==> config.mk <==
export PLATFORM = sky130hd
export DESIGN_NAME = mem_arbiter
export DESIGN_NICKNAME = d
export VERILOG_FILES = /design/src/rtl/mem_pkg.sv /design/src/rtl/mem_byte_seq.sv /design/src/rtl/mem_arbiter.sv
export SDC_FILE = /design/constraint.sdc
export NUM_CORES = 1
export LEC_CHECK = 0
export ABC_AREA = 1
export CAP_MARGIN = 15
export CORE_MARGIN = 1.5
export CORE_UTILIZATION = 40
export CTS_CLUSTER_DIAMETER = 40
export DETAILED_ROUTE_END_ITERATION = 12
export DONT_BUFFER_PORTS = 1
export GPL_ROUTABILITY_DRIVEN = 0
export SLEW_MARGIN = 15
export SYNTH_ARGS = -nofsm -noshare
export SYNTH_HDL_FRONTEND = slang
export SYNTH_SLANG_ARGS = --single-unit
==> constraint.sdc <==
create_clock -name clk -period 10.8 [get_ports clk]
set_input_delay 3.24 -clock clk [delete_from_list [all_inputs] [get_ports clk]]
set_output_delay 3.24 -clock clk [all_outputs]
set_load 0.01 [all_outputs]
==> src/rtl/mem_pkg.sv <==
// Shared definitions for the memory arbiter: FSM states, transfer sizes and
// byte-lane helpers used for little-endian packing.
package mem_pkg;

  typedef enum logic [1:0] {
    IDLE  = 2'd0,
    FETCH = 2'd1,
    LOAD  = 2'd2,
    STORE = 2'd3
  } state_t;

  localparam logic [2:0] SZ_B = 3'd1;
  localparam logic [2:0] SZ_H = 3'd2;
  localparam logic [2:0] SZ_W = 3'd4;

  // Any size code other than byte or halfword is a word transfer.
  function automatic logic [2:0] norm_size(input logic [2:0] size);
    case (size)
      SZ_B:    return SZ_B;
      SZ_H:    return SZ_H;
      default: return SZ_W;
    endcase
  endfunction

  function automatic logic [7:0] byte_lane(input logic [31:0] word, input logic [2:0] lane);
    return 8'(word >> {lane, 3'b000});
  endfunction

  function automatic logic [31:0] put_lane(input logic [31:0] word, input logic [2:0] lane,
                                           input logic [7:0] b);
    return (word & ~(32'h0000_00FF << {lane, 3'b000})) | (32'(b) << {lane, 3'b000});
  endfunction

endpackage

==> src/rtl/mem_byte_seq.sv <==
// Byte sequencer: latches the transfer base and length, counts cycles in the
// transfer and produces the next byte address plus end-of-transfer flags.
module mem_byte_seq
  import mem_pkg::*;
(
  input  logic        clk,
  input  logic        rst,
  input  logic        rdy,
  input  logic        start,
  input  logic        step,
  input  logic [31:0] base_in,
  input  logic [2:0]  n_in,
  output logic [2:0]  cnt,
  output logic [31:0] next_addr,
  output logic        last_addr,
  output logic        last_cap
);

  logic [31:0] base;
  logic [2:0]  n;

  always_ff @(posedge clk or posedge rst) begin
    if (rst) begin
      base <= '0;
      n    <= '0;
      cnt  <= '0;
    end else if (rdy) begin
      if (start) begin
        base <= base_in;
        n    <= n_in;
        cnt  <= '0;
      end else if (step) begin
        cnt <= cnt + 3'd1;
      end
    end
  end

  // cnt is the index of the byte whose address is on the bus this cycle;
  // read data trails the address by one cycle, so capture ends at cnt == n.
  always_comb begin
    next_addr = base + 32'(cnt) + 32'd1;
    last_addr = (4'(cnt) + 4'd1) >= 4'(n);
    last_cap  = (cnt == n);
  end

endmodule

==> src/rtl/mem_arbiter.sv <==
// Arbiter sharing a byte-wide synchronous RAM between instruction fetch and a
// data port. Optional fetch anti-starvation ageing under `MEM_ARB_AGE_EN.
module mem_arbiter
  import mem_pkg::*;
(
  input  logic        clk,
  input  logic        rst,
  input  logic        rdy,
  input  logic        if_req,
  input  logic [31:0] if_addr,
  output logic [31:0] if_data,
  output logic        if_done,
  input  logic        d_req,
  input  logic        d_we,
  input  logic [2:0]  d_size,
  input  logic [31:0] d_addr,
  input  logic [31:0] d_wdata,
  output logic [31:0] d_rdata,
  output logic        d_done,
  input  logic        flush,
  output logic [31:0] ram_a,
  output logic [7:0]  ram_dout,
  output logic        ram_wr,
  input  logic [7:0]  ram_din
);

  state_t      state;
  logic [31:0] wdata_q;
  logic [31:0] rbuf;
  logic        ram_wr_q;

  logic        idle_free, fetch_ok, grant_d, grant_f, start;
  logic [2:0]  cnt, cap_lane, nxt_lane;
  logic [31:0] next_addr, cap_word;
  logic        last_addr, last_cap;

`ifdef MEM_ARB_AGE_EN
  logic [1:0] age;
`endif

  always_comb begin
    // The done cycle is spent in IDLE but must not grant (one-cycle bubble).
    idle_free = (state == IDLE) && !if_done && !d_done;
    fetch_ok  = if_req && !flush;
`ifdef MEM_ARB_AGE_EN
    grant_d   = idle_free && d_req && !((age == 2'd3) && fetch_ok);
`else
    grant_d   = idle_free && d_req;
`endif
    grant_f   = idle_free && fetch_ok && !grant_d;
    start     = grant_d || grant_f;
    cap_lane  = cnt - 3'd1;
    nxt_lane  = cnt + 3'd1;
    cap_word  = put_lane(rbuf, cap_lane, ram_din);
  end

  mem_byte_seq u_seq (
    .clk       (clk),
    .rst       (rst),
    .rdy       (rdy),
    .start     (start),
    .step      (state != IDLE),
    .base_in   (grant_d ? d_addr : if_addr),
    .n_in      (grant_d ? norm_size(d_size) : SZ_W),
    .cnt       (cnt),
    .next_addr (next_addr),
    .last_addr (last_addr),
    .last_cap  (last_cap)
  );

  always_ff @(posedge clk or posedge rst) begin
    if (rst) begin
      state    <= IDLE;
      wdata_q  <= '0;
      rbuf     <= '0;
      if_data  <= '0;
      d_rdata  <= '0;
      if_done  <= 1'b0;
      d_done   <= 1'b0;
      ram_a    <= '0;
      ram_dout <= '0;
      ram_wr_q <= 1'b0;
    end else if (rdy) begin
      if_done <= 1'b0;
      d_done  <= 1'b0;
      case (state)
        IDLE: begin
          if (grant_d) begin
            ram_a   <= d_addr;
            wdata_q <= d_wdata;
            rbuf    <= '0;
            if (d_we) begin
              state    <= STORE;
              ram_wr_q <= 1'b1;
              ram_dout <= byte_lane(d_wdata, 3'd0);
            end else begin
              state <= LOAD;
            end
          end else if (grant_f) begin
            state <= FETCH;
            ram_a <= if_addr;
            rbuf  <= '0;
          end
        end
        FETCH, LOAD: begin
          if (state == FETCH && flush) begin
            state <= IDLE;
            ram_a <= '0;
          end else begin
            if (cnt != 3'd0) rbuf <= cap_word;
            if (last_cap) begin
              state <= IDLE;
              ram_a <= '0;
              if (state == FETCH) begin
                if_data <= cap_word;
                if_done <= 1'b1;
              end else begin
                d_rdata <= cap_word;
                d_done  <= 1'b1;
              end
            end else if (!last_addr) begin
              ram_a <= next_addr;
            end
          end
        end
        STORE: begin
          if (last_addr) begin
            state    <= IDLE;
            d_done   <= 1'b1;
            ram_wr_q <= 1'b0;
            ram_dout <= '0;
            ram_a    <= '0;
          end else begin
            ram_a    <= next_addr;
            ram_dout <= byte_lane(wdata_q, nxt_lane);
          end
        end
        default: state <= IDLE;
      endcase
    end
  end

`ifdef MEM_ARB_AGE_EN
  always_ff @(posedge clk or posedge rst) begin
    if (rst) begin
      age <= '0;
    end else if (rdy) begin
      if (!if_req || grant_f) age <= '0;
      else if (grant_d && age != 2'd3) age <= age + 2'd1;
    end
  end
`endif

  assign ram_wr = ram_wr_q && rdy;

endmodule

==> run_1/io_fan.png <==
Scale bar: 50 µm.
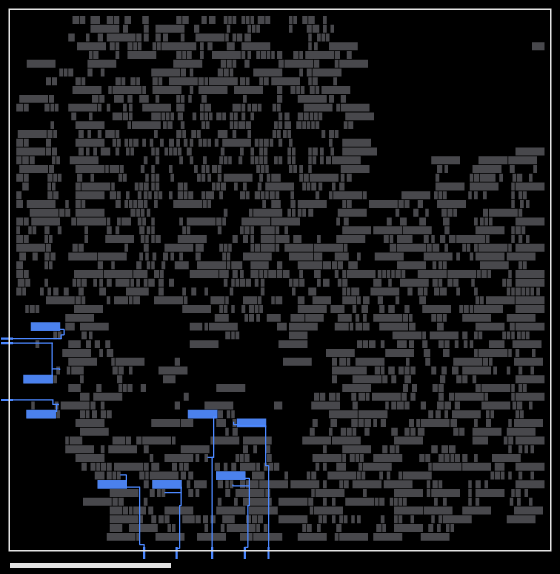
Key: ram_dout = blue [direction output, edge 5 bottom, 3 left, end cells 8, buffers 0, wire 244 µm]

==> run_1/metal_density.png <==
34 x 34 tiles, from dark blue (low) to red (high), scaled to the fullest tile. Values are wire area over tile area, all layers added.
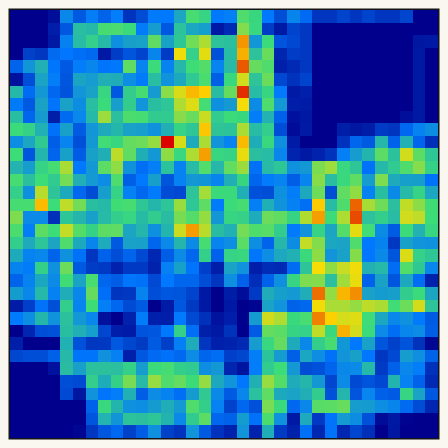
12% of the tiles are nearly empty. 17% of the tiles are over half the peak. The fullest tile reaches 0.55. The mean over all tiles is 0.17. The emptiest ninth of the die: top right.
routed wire length: 29.1 mm
total vias in the final route: 9083
GRT Total Usage: 20.8%

==> run_1/clocks.png <==
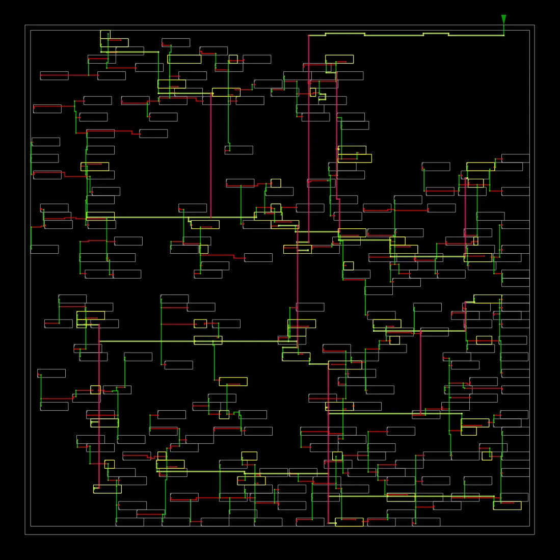
Worst Clk Skew: 0.0309 ns
count of clock tree sinks: 211
Clock buffer cells: 37
flip-flops: 211
Clock Power: 0.00104 W

## run 1: per-layer routing
metal  vias up  routed length, µm  GRT usage (%)
li1       4469                  -              -
met1      4287              13600           29.6
met2       287              12700           32.0
met3        40               2120           4.35
met4         0                617           5.84
met5         -                  0              0
## run 1: logic make-up after synthesis
kind of cell,count (synthesis),synth area share (%)
adders and majority gates,18,2.15
muxes,16,1.66
buffers and inverters,220,7.98
AOI/OAI and AO/OA,295,14.2
and+or+nand+nor,632,24.3
DFF,211,48.7
xor gates and xnor gates,12,1.04
## run 1: cell type report
type                            count  area [µm²]  area share (%)
Tap cell                          341         427            3.51
Multi-Input combinational cell    973        4710            38.8
Clock inverter                     20         241            1.99
Inverter                          151         574            4.73
Timing Repair Buffer                8        60.1           0.495
Clock buffer                       37         848            6.99
Sequential cell                   211        5280            43.5
==> impl_metrics.toml, run 1 <==
# generated from flow reports
[run_status]
run_status = "completed"

[setup_path]
crit_fanout = 8
ff2ff_path_depth = 9
startpoint = "rdy"
crit_family = "buffers and inverters"
worst_setup_path_end_kind = "primary output"

[place]
hpwlAfterDp_mm = 19.5
place_inst = 1684
quantity_of_i_o_buffers_inserted_on_ports = 0

[synth]
yosys.area.top_type = "sky130_fd_sc_hd__dfrtp_1"
yosysWarningCount = 0
synthesis.nets = 1536
ys_dominant_reg_cell = "sky130_fd_sc_hd__dfrtp_1"
synth.lib_cells_used.distinct = 35
avgSynthCellArea_um2 = 7.73
sequential_fraction_of_the_synthesis_area_pct = 48.7

[detailed_routing]
drt-wirelength-per-cell_um = 16.7
drc = 0

[run]
max_cap_viol_count = 0

[final_layout]
layout_top_cell = "sky130_fd_sc_hd__nand2_1"
final_net_count = 1508
layout.cell_area.non_filler_mm2 = 0.0121
area_growth_syn_to_layout_pct = 11.9

[timing]
grt_setup_unrepaired = "no"
clock.fmax_ghz = 0.151
hold-worst-slack_ns = 0.477
setup_slack_ns = 4.19
setup_tns_ns = 0

[min_path]
hold_path_startpoint = "wdata_q[7]$_DFFE_PP0P_"
timing.hold.worst.class = "reg -> reg"

[cts]
cts_tree = "built"
cts-buffers-inserted = 31
clock_tree.root_cell = "sky130_fd_sc_hd__clkbuf_16"

[die]
die-width_um = 168
floorplan.core_util_pct = 40.5

[global_routing]
grt_pass1_vias = 8615

[power]
total_power_w = 0.00392
==> run 1 -> run 2 <==
Clock period 10.8 ns to 5.6 ns, I/O delays scaled along.
==> run_2/metal_density.png <==
34 x 34 tiles, from dark blue (low) to red (high), scaled to the fullest tile. Values are wire area over tile area, all layers added.
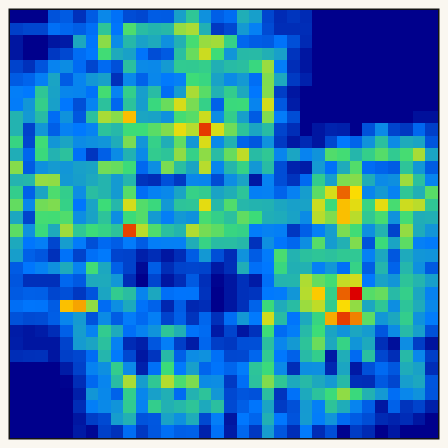
12% of the tiles are over half the peak. 12% of the tiles are nearly empty. The mean over all tiles is 0.17. The densest ninth of the die: right middle.

==> run 2 against run 1 <==
Net effect: die area is the same; non-clock buffer count grew 3; worst setup slack lost 2.5 ns; critical endpoint is now ram_a[20]$_DFFE_PP0P_; highest routed layer is now met5.
==> impl_metrics.toml, run 2 <==
# generated from flow reports
[run_status]
run_status = "completed"

[timing]
setup_slack_ns = 1.67
hold-worst-slack_ns = 0.481
setup_tns_ns = 0
clock.fmax_ghz = 0.254
grt_setup_unrepaired = "no"

[setup_path]
ff2ff_path_depth = 12
worst_setup_path_end_kind = "flop"

[final_layout]
clockNetworkAreaShare_pct = 9.06
final_net_count = 1514
flop-count = 211
nNonClkInverters = 151
area.share.combinational_pct = 38.5
buf_share_pct = 0.984
layout.non_clock_buffers = 11

[detailed_routing]
dr_total_vias = 9115
drt-wirelength-per-cell_um = 16.9
wl_mm = 29.5

[global_routing]
grt.total_usage_pct = 20.9

[cts]
clock_sink_count = 211
cts-buffers-inserted = 34

[place]
place_inst = 1686
hpwlAfterDp_mm = 19.9

[power]
total_power_w = 0.00763

[synth]
synthesis.nets = 1536
run 2: cell counts after synthesis:
Identical to the previous run, type by type.
run 2: routing by layer:
layer | GRT usage [%] | part of all wire, % | vias to the layer above
li1 | - | - | 4477
met1 | 28.9 | 46 | 4304
met2 | 31.6 | 43 | 298
met3 | 6.55 | 8.5 | 34
met4 | 5.56 | 1.8 | 2
met5 | 0 | 0.034 | -
run 2: cells by family (layout without fill, tap and decap cells):
family,after synthesis,in the layout,share of synthesized area [%]
buf+inv,220,222,7.98
simple gates,632,632,24.3
flops,211,211,48.7
mux,16,16,1.66
xor+xnor,12,12,1.04
fa+ha+maj,18,18,2.15
compound gates,295,295,14.2
==> run 2 -> run 3 <==
Clock period 5.6 ns to 3.45 ns, I/O delays scaled along.
==> run_3/detail.png <==
Window x 22 to 62, y 106 to 146 µm. Cells in gray, sequential cells in the stronger gray; small squares are vias.
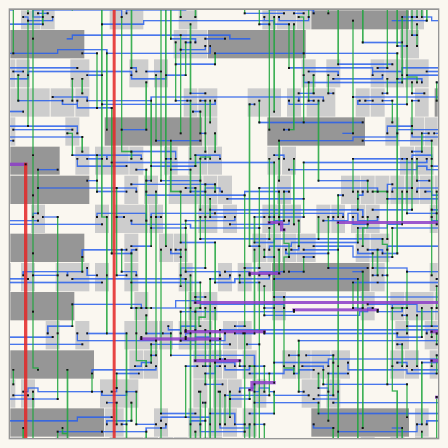
Key: metal 4 = red; metal 3 = purple; metal 1 = blue; metal 2 = green
Netlist names of flops here include u_seq.base (13). Most frequent: nand2_1 (62), nor2_1 (24), inv_1 (14). 147 logic cells have their middle in the window. Sequential cells in the window: 13.

==> run 3 against run 2 <==
Net effect: combinational power rose by 67%; synthesized cell count did not move; worst setup slack got worse by 1.1 ns; total power rose by 69%; die area did not move; sequential share of layout area fell by 0.81 points; cell count rose by 0.74%.
==> impl_metrics.toml, run 3 <==
# generated from flow reports
[detailed_routing]
drt-wirelength-per-cell_um = 16.9
metal3_wl_mm = 2.63
wl_mm = 29.7
dr_wl_met2_mm = 13.0
drt-met1-wl_mm = 13.5
dr_total_vias = 9209
maxUsedRoutingLayer = "met4"

[global_routing]
grt.busiest_layer = "met2"
grtUsageMet3_pct = 5.74
grt.total_usage_pct = 21.2
routing_usage_on_met1_pct = 29.9
use_met2_pct = 32.0

[final_layout]
nNonClkInverters = 151
flop-count = 211
multi_input_comb_area_mm2 = 0.00470
layout.non_clock_buffers = 22
final.fill_count = 2558
buf_share_pct = 1.73
final_net_count = 1525
layout_top_cell = "sky130_fd_sc_hd__nand2_1"
area.share.combinational_pct = 37.8
dominant_cells = "sequential cells"
clockNetworkAreaShare_pct = 10.0

[timing]
hold-worst-slack_ns = 0.475
setup_tns_ns = 0
setup_slack_ns = 0.564
finalCriticalPeriod_ns = 2.89
clock.fmax_ghz = 0.347

[place]
place_worst_setup_slack_ns = 0.582
hpwlAfterDp_mm = 20.6
place_inst = 1698
quantity_of_i_o_buffers_inserted_on_ports = 0

[min_path]
timing.hold.worst.class = "reg -> reg"

[run_status]
run_status = "completed"

[cts]
cts_tree = "built"
cts-buffers-inserted = 34
clock_sink_count = 211
worst_skew_pair.late_latency_ns = 0.52

[setup_path]
ff2ff_path_depth = 10
r2r-end = "state[1]$_DFFE_PP0P_"
timing.critical_path.slowest_cell_delay_ns = 0.58

[synth]
yosys.area.top_type = "sky130_fd_sc_hd__dfrtp_1"
synthesis.nets = 1536

[power]
total_power_w = 0.0129
[run 3: cell counts after synthesis]
No cell type changed its count.
[run 3: where the power goes]
group | internal, W | switching [W] | leakage, nW
Sequential | 0.00358 | 0.00109 | 2.64
Clock | 0.00243 | 0.00128 | 0.601
Combinational | 0.00150 | 0.00303 | 2.60
Total | 0.00750 | 0.00540 | 5.84
[run 3: cells by family after synthesis]
family / Yosys count / share of synthesized area, %
AOI/OAI and AO/OA: 295 / 14.2
xor gates and xnor gates: 12 / 1.04
adders and majority gates: 18 / 2.15
buffers and inverters: 220 / 7.98
DFF: 211 / 48.7
muxes: 16 / 1.66
and+or+nand+nor: 632 / 24.3
Power and IR drop assume default switching activity.
